File: config.mk
export PLATFORM = sky130hd
export DESIGN_NAME = mmss_time_counter
export DESIGN_NICKNAME = d
export VERILOG_FILES = /design/src/rtl/mmss_time_counter.sv
export SDC_FILE = /design/constraint.sdc
export NUM_CORES = 1
export LEC_CHECK = 0
export CAP_MARGIN = 10
export CORE_MARGIN = 2
export CORE_UTILIZATION = 55
export DETAILED_ROUTE_END_ITERATION = 8
export GPL_TIMING_DRIVEN = 1
export PLACE_DENSITY = 0.82
export SLEW_MARGIN = 20
export SYNTH_ARGS = -nofsm -noshare
export SYNTH_HDL_FRONTEND = slang
export SYNTH_SLANG_ARGS = --single-unit
File: constraint.sdc
create_clock -name clock -period 5.1 [get_ports clock]
set_clock_uncertainty 0.1 [all_clocks]
set_input_delay 1.02 -clock clock [delete_from_list [all_inputs] [get_ports clock]]
set_output_delay 1.02 -clock clock [all_outputs]
set_load 0.01 [all_outputs]
File: src/rtl/mmss_time_counter.sv
// MM:SS real-time counter: loads validated BCD digits, counts seconds from a
// clock prescaler and presents four registered BCD digits plus status pulses.
module mmss_time_counter #(
  parameter int CLOCK_DIVIDER = 50_000_000
) (
  input  logic       clock,
  input  logic       reset_n,
  input  logic       load,
  input  logic       start,
  input  logic       stop,
  input  logic [3:0] digit_second_0_in,
  input  logic [3:0] digit_second_1_in,
  input  logic [3:0] digit_minute_0_in,
  input  logic [3:0] digit_minute_1_in,
  output logic [3:0] digit_second_0,
  output logic [3:0] digit_second_1,
  output logic [3:0] digit_minute_0,
  output logic [3:0] digit_minute_1,
  output logic       running,
  output logic       second_tick,
  output logic       rollover,
  output logic       load_error
);

  localparam int PW = (CLOCK_DIVIDER > 1) ? $clog2(CLOCK_DIVIDER) : 1;
  localparam logic [PW-1:0] PRE_LAST = PW'(CLOCK_DIVIDER - 1);

  typedef enum logic {
    STOPPED = 1'b0,
    RUNNING = 1'b1
  } state_t;

  state_t      state, state_next;
  logic [PW-1:0] prescaler, prescaler_next;
  logic [3:0]  s0_next, s1_next, m0_next, m1_next;
  logic        tick_next, rollover_next, load_error_next;

  logic load_valid, load_ok, wrap, halt, tick, at_max;

  assign load_valid = (digit_second_0_in <= 4'd9) && (digit_second_1_in <= 4'd5) &&
                      (digit_minute_0_in <= 4'd9) && (digit_minute_1_in <= 4'd5);
  assign load_ok = load && load_valid;
  assign wrap    = (state == RUNNING) && (prescaler == PRE_LAST);
  assign halt    = (state == RUNNING) && stop;
  // A tick is lost when the same edge either halts the counter or loads new digits.
  assign tick    = wrap && !halt && !load_ok;
  assign at_max  = (digit_second_0 == 4'd9) && (digit_second_1 == 4'd5) &&
                   (digit_minute_0 == 4'd9) && (digit_minute_1 == 4'd5);

  // NOTE: every always_comb output gets a default first so no path leaves it
  // unassigned, which would otherwise infer a latch.
  always_comb begin
    state_next      = state;
    prescaler_next  = '0;
    s0_next         = digit_second_0;
    s1_next         = digit_second_1;
    m0_next         = digit_minute_0;
    m1_next         = digit_minute_1;
    tick_next       = tick;
    rollover_next   = tick && at_max;
    load_error_next = load && !load_valid;

    case (state)
      STOPPED: if (start && !stop) state_next = RUNNING;
      RUNNING: if (stop)           state_next = STOPPED;
      default:                     state_next = STOPPED;
    endcase

    if ((state == RUNNING) && !halt && !load_ok && !wrap)
      prescaler_next = prescaler + PW'(1);

    if (load_ok) begin
      s0_next = digit_second_0_in;
      s1_next = digit_second_1_in;
      m0_next = digit_minute_0_in;
      m1_next = digit_minute_1_in;
    end else if (tick) begin
      // BCD cascade; 59:59 falls through every carry and wraps to 00:00.
      if (digit_second_0 != 4'd9) s0_next = digit_second_0 + 4'd1;
      else begin
        s0_next = 4'd0;
        if (digit_second_1 != 4'd5) s1_next = digit_second_1 + 4'd1;
        else begin
          s1_next = 4'd0;
          if (digit_minute_0 != 4'd9) m0_next = digit_minute_0 + 4'd1;
          else begin
            m0_next = 4'd0;
            m1_next = (digit_minute_1 != 4'd5) ? digit_minute_1 + 4'd1 : 4'd0;
          end
        end
      end
    end
  end

  // NOTE: sequential state uses non-blocking assignments so every register
  // samples the pre-edge values regardless of statement order.
  always_ff @(posedge clock or negedge reset_n) begin
    if (!reset_n) begin
      state          <= STOPPED;
      prescaler      <= '0;
      digit_second_0 <= 4'd0;
      digit_second_1 <= 4'd0;
      digit_minute_0 <= 4'd0;
      digit_minute_1 <= 4'd0;
      second_tick    <= 1'b0;
      rollover       <= 1'b0;
      load_error     <= 1'b0;
    end else begin
      state          <= state_next;
      prescaler      <= prescaler_next;
      digit_second_0 <= s0_next;
      digit_second_1 <= s1_next;
      digit_minute_0 <= m0_next;
      digit_minute_1 <= m1_next;
      second_tick    <= tick_next;
      rollover       <= rollover_next;
      load_error     <= load_error_next;
    end
  end

  assign running = (state == RUNNING);

endmodule

Figure 1. Routing congestion.
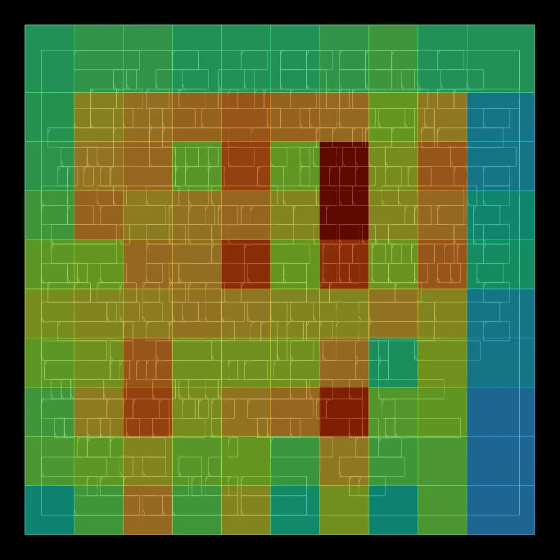
Global Route met2 Usage: 33.54%
Final Util: 69.38%
routing usage on met3: 6.188%
Routed wire per std cell: 15.11 um
M1 GR Usage: 33.40%

Figure 2. Port wiring.
Scale: 4 px per um.
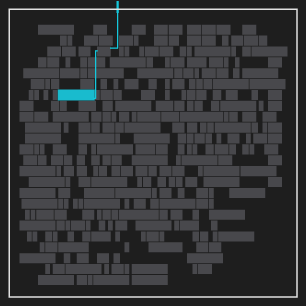
| colour | port | bits | direction | edge | end cells | buffers | wire |
|---|---|---|---|---|---|---|---|
| cyan | rollover | 1 | output | top | 1 | 1 | 23.9 um |

Figure 3. Pin placement.
Scale: 4 px per um. Pins as bars across the die edge, other pins in grey.
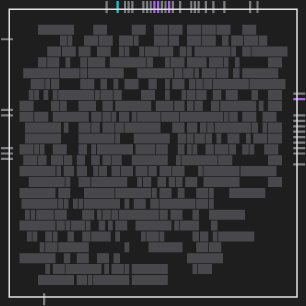
| colour | port | pins | direction | edge |
|---|---|---|---|---|
| cyan | rollover | 1 | output | top |
| purple | digit_second_1_in | 4 | input | 3 top, 1 right |
PortBufs: 40
Die Y: 71.57 um
die width: 71.57 um

==> metrics.yaml <==
pre_cts_ws_ns: 1.717
area_leaders: "dfrtp_1 (46%), nor2_1 (6.3%), xor2_1 (6.3%), xnor2_1 (4.5%), nand2_1 (3.4%)"
synthArstFlopShare_pct: 100.0
holdBufCountCts: 0
netlist_top_cells_count: "dfrtp_1 (46), nor2_1 (42), nand2_1 (23)"
grt_pass1_wl_mm: 9.025
syn_inst: 261
first_iter_violations: 105
reg2reg_from: "prescaler[8]"
simple_gate_area_share_pct: 31.19
fp_util_pct: 57.28
mux_area_share_pct: 1.196
place_congestion: 0.8801
met1_length_mm: 2.527
worst_slack_ns: 2.026
xor_share_pct: 10.81
ir_drop_mv: 0.2453
worstRegToRegCells: 5
numSynthFlops: 46
finalSetupTns_ns: 0
crit_path_start_kind: "input port"
outcome: "finished, final reports clean"
holdPathEnd: "prescaler[0]"
first_pass_iters: 4
clk_latency_ns: 0.30
overflow: 0
hpwl_mm: 3.707
ys_warn_count: 0
track_usage_pct: 22.77
edf_count: 0
hold_start: "prescaler[0]"
finalMaxSlewViolations: 0
wl_met2_mm: 2.477
path_clk_slew_ns: 0.08
cts_resized: 0
drc: 0
ff_type: "dfrtp_1"
core_um2: 4384
Figure 4. Routed metal, one colour a layer.
Scale: 4 px per um.
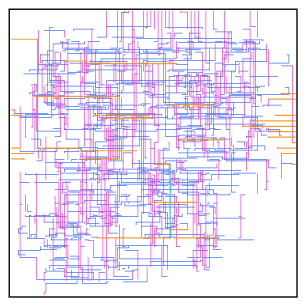
| colour | layer | wire length |
|---|---|---|
| orange | met3 | 267 um |
| blue | met1 | 2530 um |
| magenta | met2 | 2480 um |
| cyan | met4 | 45.6 um |

Figure 5. Register map, names as in the netlist.
Scale: 4 px per um. Other sequential cells in the stronger grey, the rest of the logic in the fainter grey.
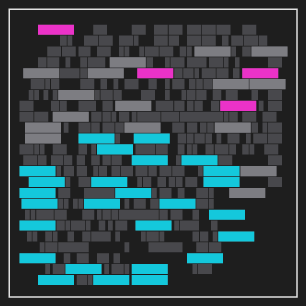
| colour | signal | flops |
|---|---|---|
| cyan | prescaler | 26 |
| magenta | digit_minute_0 | 4 |

-- kinds of logic (layout without fill, tap and decap cells) --
group / count (synthesis) / count (layout)
DFF: 46 / 46
AOI/OAI and AO/OA: 31 / 31
and+or+nand+nor: 132 / 132
muxes: 3 / 3
xor gates and xnor gates: 31 / 31
buffers and inverters: 17 / 56
adders and majority gates: 1 / 1
-- state kept, by name (all words and copies together) (netlist names) --
| register | flops |
|---|---|
| rollover | 1 |
| digit_second_0 | 4 |
| running | 1 |
| digit_second_1 | 4 |
| digit_minute_0 | 4 |
| prescaler | 26 |
| digit_minute_1 | 4 |
| load_error | 1 |
| second_tick | 1 |
-- per-stage QoR --
stage | total power, W | instances | hold WS (ns)
after global routing | 0.0009315 | 352 | 0.4260
after global placement | 0.0006193 | 344 | 0.3783
after floorplan | 0.0005215 | 261 | 0.3549
final | 0.0008867 | 352 | 0.3920
after CTS | 0.0008943 | 352 | 0.3947
after detailed placement | 0.0006246 | 344 | 0.3836
-- placed cells by master, fill, tap and decap left out, drive strengths merged, types with 5 or more instances in the layout --
cell / instances
nor3: 6
dfrtp: 46
nor4: 9
nor2b: 6
nor2: 42
clkdlybuf4s50: 39
nand2: 24
inv: 7
nand3: 10
xnor2: 13
xor2: 18
o21ai: 15
a31oi: 6
nand4: 12
clkbuf: 5
-- layout make-up --
cell class | count | area [um^2]
Tap cell | 52 | 65.06
Clock inverter | 3 | 40.04
Sequential cell | 46 | 1151
Fill cell | 348 | 1343
Clock buffer | 5 | 68.82
Timing Repair Buffer | 41 | 405.4
Multi-Input combinational cell | 198 | 1285
Inverter | 7 | 26.28
-- where the power goes --
group	leakage (nW)	internal, W	switching, W
Sequential	0.608	0.000393	0.0000432
Clock	0.0579	0.000144	0.000124
Combinational	0.576	0.000103	0.0000798
Power is estimated from default activity; no workload was simulated.
